[config.mk]
export PLATFORM = sky130hd
export DESIGN_NAME = mux16_rr_arbiter
export DESIGN_NICKNAME = d
export VERILOG_FILES = /design/src/rtl/arb_pkg.sv /design/src/rtl/mux16_rr_arbiter_mux.sv /design/src/rtl/mux16_rr_arbiter_rr_pick.sv /design/src/rtl/mux16_rr_arbiter.sv
export SDC_FILE = /design/constraint.sdc
export NUM_CORES = 1
export LEC_CHECK = 0
export CORE_AREA = 4 4 232 234
export DETAILED_ROUTE_END_ITERATION = 16
export DIE_AREA = 0 0 236 238
export HOLD_SLACK_MARGIN = 0.05
export PLACE_DENSITY = 0.51
export SYNTH_ARGS = -nofsm -noshare
export SYNTH_HDL_FRONTEND = slang
export SYNTH_SLANG_ARGS = --single-unit
[constraint.sdc]
create_clock -name clk -period 24.7 [get_ports clk]
set_input_delay 7.41 -clock clk [delete_from_list [all_inputs] [get_ports clk]]
set_output_delay 7.41 -clock clk [all_outputs]
set_load 0.05 [all_outputs]
[src/rtl/arb_pkg.sv]
// Shared constants and FSM state type for the 16-way round-robin data arbiter.
package arb_pkg;
    localparam int NUM_REQ = 16;
    localparam int SEL_W   = 4;

    typedef enum logic {
        ARB_FREE   = 1'b0,
        ARB_LOCKED = 1'b1
    } arb_state_t;
endpackage

[src/rtl/mux16_rr_arbiter_mux.sv]
// 16:1 word mux over a flattened input bus; slot i lives at d_i[i*N +: N].
module mux_16_1 #(
    parameter int N = 32
) (
    input  logic [16*N-1:0] d_i,
    input  logic [3:0]      s_i,
    output logic [N-1:0]    y_o
);
    assign y_o = d_i[s_i*N +: N];
endmodule

[src/rtl/mux16_rr_arbiter_rr_pick.sv]
// Find-first-set search starting at ptr and wrapping modulo 16.
module rr_pick
    import arb_pkg::*;
(
    input  logic [NUM_REQ-1:0] req_i,
    input  logic [SEL_W-1:0]   ptr_i,
    output logic               valid_o,
    output logic [SEL_W-1:0]   idx_o
);
    logic [SEL_W-1:0] cand;

    always_comb begin
        valid_o = 1'b0;
        idx_o   = '0;
        cand    = '0;
        for (int i = 0; i < NUM_REQ; i++) begin
            // 4-bit add wraps 15 -> 0 naturally.
            cand = ptr_i + SEL_W'(i);
            if (!valid_o && req_i[cand]) begin
                valid_o = 1'b1;
                idx_o   = cand;
            end
        end
    end
endmodule

[src/rtl/mux16_rr_arbiter.sv]
// Round-robin arbiter with burst lock sharing one N-bit path into a 1-entry
// valid/ready output register.
module mux16_rr_arbiter
    import arb_pkg::*;
#(
    parameter int N = 32
) (
    input  logic                 clk,
    input  logic                 rst_n,
    input  logic [NUM_REQ-1:0]   req,
    input  logic [NUM_REQ-1:0]   req_lock,
    input  logic [NUM_REQ*N-1:0] req_data,
    output logic [NUM_REQ-1:0]   gnt,
    output logic                 out_valid,
    input  logic                 out_ready,
    output logic [N-1:0]         out_data,
    output logic [SEL_W-1:0]     out_src,
    output logic                 dbg_state_o,
    output logic [SEL_W-1:0]     dbg_ptr_o
);
    // Handshakes: a transfer happens at a rising edge when valid&ready (req&gnt
    // upstream, out_valid&out_ready downstream); the sender holds its word until then.

    arb_state_t       state_q, state_d;
    logic [SEL_W-1:0] ptr_q, ptr_d;
    logic [SEL_W-1:0] owner_q, owner_d;
    logic             valid_q, valid_d;
    logic [N-1:0]     data_q, data_d;
    logic [SEL_W-1:0] src_q, src_d;

    logic             pick_valid;
    logic [SEL_W-1:0] pick_idx;
    logic [SEL_W-1:0] winner;
    logic             owner_holds;
    logic             slot_free;
    logic             xfer;
    logic [N-1:0]     mux_word;

    rr_pick u_pick (
        .req_i   (req),
        .ptr_i   (ptr_q),
        .valid_o (pick_valid),
        .idx_o   (pick_idx)
    );

    mux_16_1 #(.N(N)) u_mux (
        .d_i (req_data),
        .s_i (winner),
        .y_o (mux_word)
    );

    assign owner_holds = (state_q == ARB_LOCKED) && req[owner_q];
    assign winner      = owner_holds ? owner_q : pick_idx;
    assign slot_free   = !valid_q || out_ready;
    assign xfer        = slot_free && pick_valid && rst_n;

    always_comb begin
        gnt = '0;
        if (xfer) gnt[winner] = 1'b1;
    end

    always_comb begin
        state_d = state_q;
        ptr_d   = ptr_q;
        owner_d = owner_q;
        valid_d = valid_q;
        data_d  = data_q;
        src_d   = src_q;
        if (xfer) begin
            data_d  = mux_word;
            src_d   = winner;
            valid_d = 1'b1;
            ptr_d   = winner + 1'b1;
            if (req_lock[winner]) begin
                state_d = ARB_LOCKED;
                owner_d = winner;
            end else begin
                state_d = ARB_FREE;
            end
        end else begin
            // Lock is dropped as soon as the owner stops requesting, transfer or not.
            if (state_q == ARB_LOCKED && !req[owner_q]) state_d = ARB_FREE;
            if (valid_q && out_ready) valid_d = 1'b0;
        end
    end

    always_ff @(posedge clk or negedge rst_n) begin
        if (!rst_n) begin
            state_q <= ARB_FREE;
            ptr_q   <= '0;
            owner_q <= '0;
            valid_q <= 1'b0;
            data_q  <= '0;
            src_q   <= '0;
        end else begin
            state_q <= state_d;
            ptr_q   <= ptr_d;
            owner_q <= owner_d;
            valid_q <= valid_d;
            data_q  <= data_d;
            src_q   <= src_d;
        end
    end

    assign out_valid   = valid_q;
    assign out_data    = data_q;
    assign out_src     = src_q;
    assign dbg_state_o = state_q;
    assign dbg_ptr_o   = ptr_q;
endmodule

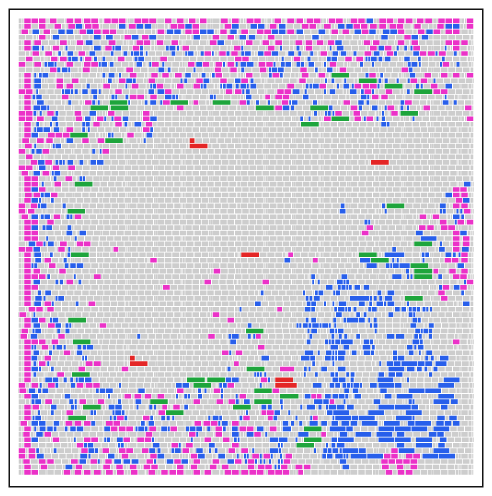
Figure 1: placed cells, one colour a class.
(2 px per um) Fill, decap, tap and diode cells in grey.
Blue is remaining logic cells, cells 981. Green is registers, cells 46. Magenta is remaining buffers and delay cells, cells 622. Red is clock drivers and dummy loads, cells 8.

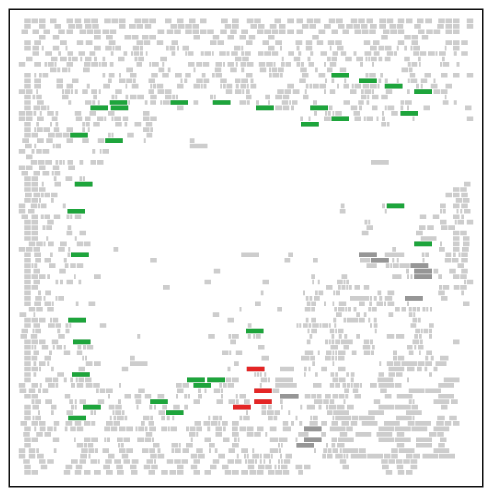
Figure 2: where the registers sit.
(2 px per um) Other sequential cells in the stronger grey, the rest of the logic in the fainter grey.
Red is out_src, flops 4, where south. Green is out_data, flops 32, where all over the die.
Another 10 sequential cells are not coloured.
Seq/total area: 7.35%
Reg area: 0.00115 mm2

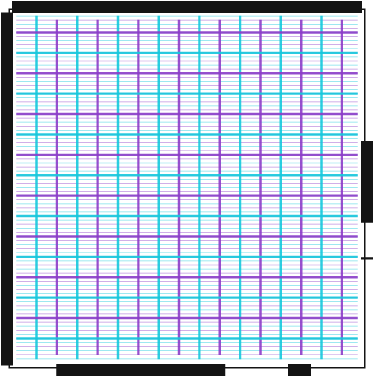
Figure 3: power grid.
(1.5 px per um) Pins as bars on the die edge.
Purple is VDD. Cyan is VSS.
The core has 84 rows. 16 straps on met4.
Vert. Die Dim: 238 um
Core ar.: 0.0520 mm2
die width: 236 um

==> metrics.cfg <==
[cells_and_area]
fin_nets = 2214
area_growth_pct = 75.4
drive_above_1_share_pct = 6.76
post-route-util_pct = 30.1

[final_timing]
holdWs_ns = 0.485
skew_ns = 0.00943
max_freq_ghz = 0.0493
rsz0062_at_grt = no
timing.slew.headroom_pct = 21.0
tightest_slew_ns = 1.19
fin_setup_tns_ns = 0
slew_viol_final = 0
worst_slack_ns = 4.41
post-route-min-period_ns = 20.29
setup_violations = 0
finalCritPeriodShare_pct = 82.2

[detailed_routing]
wl_per_cell_um = 25.4
drt_iter0_drc = 813
ant_nets = 0
drc = 0
viasPerCell = 5.07
wirelength_um = 59800

[placed_design]
io_buffers = 604
gp_congestion = 0.902
dp_hpwl_um = 47900
dpl_worst_slack_ns = 4.54

[floorplanning]
rows = 84
die-area_mm2 = 0.0562

[yosys]
top_cell = nand2_1
ys.flops = 46
ff_type = dfrtp_1
edf_count = 0
top_area_cell = mux2i_1
synthTopCellsByArea = mux2i_1 19%, a221oi_1 13%, dfrtp_1 13%
synth_cells = 1143
synth.distinct_cells = 67
async_flop_share_pct = 100
ys_seq_share_pct = 12.9
yosys_cells = 1143
yosys_area_mm2 = 0.00894
avgSynthCellArea_um2 = 7.82

[setup_path]
crit_chain = clkdlybuf4s50_1 -> mux2i_1 -> mux4_2 -> mux2i_1 -> nor3b_1 -> a2111oi_0 -> o311ai_1 -> o211a_4 -> inv_8 -> ha_1 -> nand2_1 -> nor2_1 -> clkdlybuf4s50_1
cp.arrival_ns = 12.88
required_ns = 17.29
path_class = in2out
slowest_delay_ns = 0.83
crit_slowest_cell = mux2i_1

[global_route]
grt_pass1_vias = 12000
grt_util_met3_pct = 4.76
grt.overflow.total = 0
grt_util_all_layers_pct = 20.0
grt_max_degree = 198
grt_use_met2_pct = 34.8
grt.busiest_layer = met2

[clock_network]
h-tree-depth = 2
ctsResizeCount = 0
clk_latency_ns = 0.33
ctsHoldBuffers = 0
clockRootBuffer = clkbuf_16
post_cts_buffers = 0

[outcome]
status = finished, final reports clean

[hold_path]
min_path_type = reg2reg

[run]
cap_violations = 0

## registers in the layout, summed over array words and instances (netlist names)
name / cells
dbg_state_o: 1
out_valid: 1
dbg_ptr_o: 4
out_data: 32
out_src: 4
owner_q: 4
## through the flow
stage	instance area (um2)	cells
2_1_floorplan	8940	1143
3_3_place_gp	15500	2337
3_5_place_dp	15500	2337
4_1_cts	15700	2345
5_1_grt	15700	2347
6_report	15700	2350
## critical path: cells and delay by family
| family | cells | cell delay (ns) |
|---|---|---|
| compound gates | 3 | 1.30 |
| buf+inv | 3 | 1.96 |
| mux | 3 | 1.57 |
| fa+ha+maj | 1 | 0.26 |
| simple gates | 3 | 0.33 |
## final cells by class
cell class	count	area [um2]
fillers	5569	36300
multi-input cells	964	7230
repair buffers	622	6190
flip-flops and latches	46	1150
well taps	688	861
clock buffers	5	125
inverters	17	71.3
clock inverters	3	45.0
diodes	5	12.5
## worst paths after layout
| path | depth (start not counted) | slack, ns | endpoint | startpoint |
|---|---|---|---|---|
| max | 13 | 4.41 | gnt[6] | req[0] |
| min | 2 | 0.48 | out_data[29] | out_data[29] |
| max reg2reg | 15 | 15.96 | out_data[2] | dbg_ptr_o[1] |
| min reg2reg | 2 | 0.48 | out_data[29] | out_data[29] |
| max in group asynchronous | 1 | 17.01 | dbg_state_o | rst_n |
| min in group asynchronous | 1 | 7.10 | dbg_ptr_o[2] | rst_n |
## per-layer routing
| metal | wire [um] | up-vias | share of wire (%) |
|---|---|---|---|
| met5 | 55 | - | 0.092 |
| met4 | 715 | 8 | 1.2 |
| met3 | 4090 | 49 | 6.8 |
| met2 | 29900 | 501 | 50 |
| met1 | 25000 | 5851 | 42 |
| li1 | - | 5494 | - |
## cells in the final DEF (no fill, tap or decap), types with 34 or more instances in the layout
cell type	count
nand2_1	202
mux4_2	42
nor4_1	34
o21ai_0	55
mux2i_1	167
a21oi_1	145
clkdlybuf4s50_1	603
dfrtp_1	45
a221oi_1	132
nor2_1	37
## kinds of logic after synthesis
family          after synthesis  synth area share, %
compound gates              387                 29.6
xor+xnor                     11                 1.08
fa+ha+maj                    11                 1.54
buf+inv                     133                 6.63
flops                        46                 12.9
mux                         231                 32.2
simple gates                324                 16.1
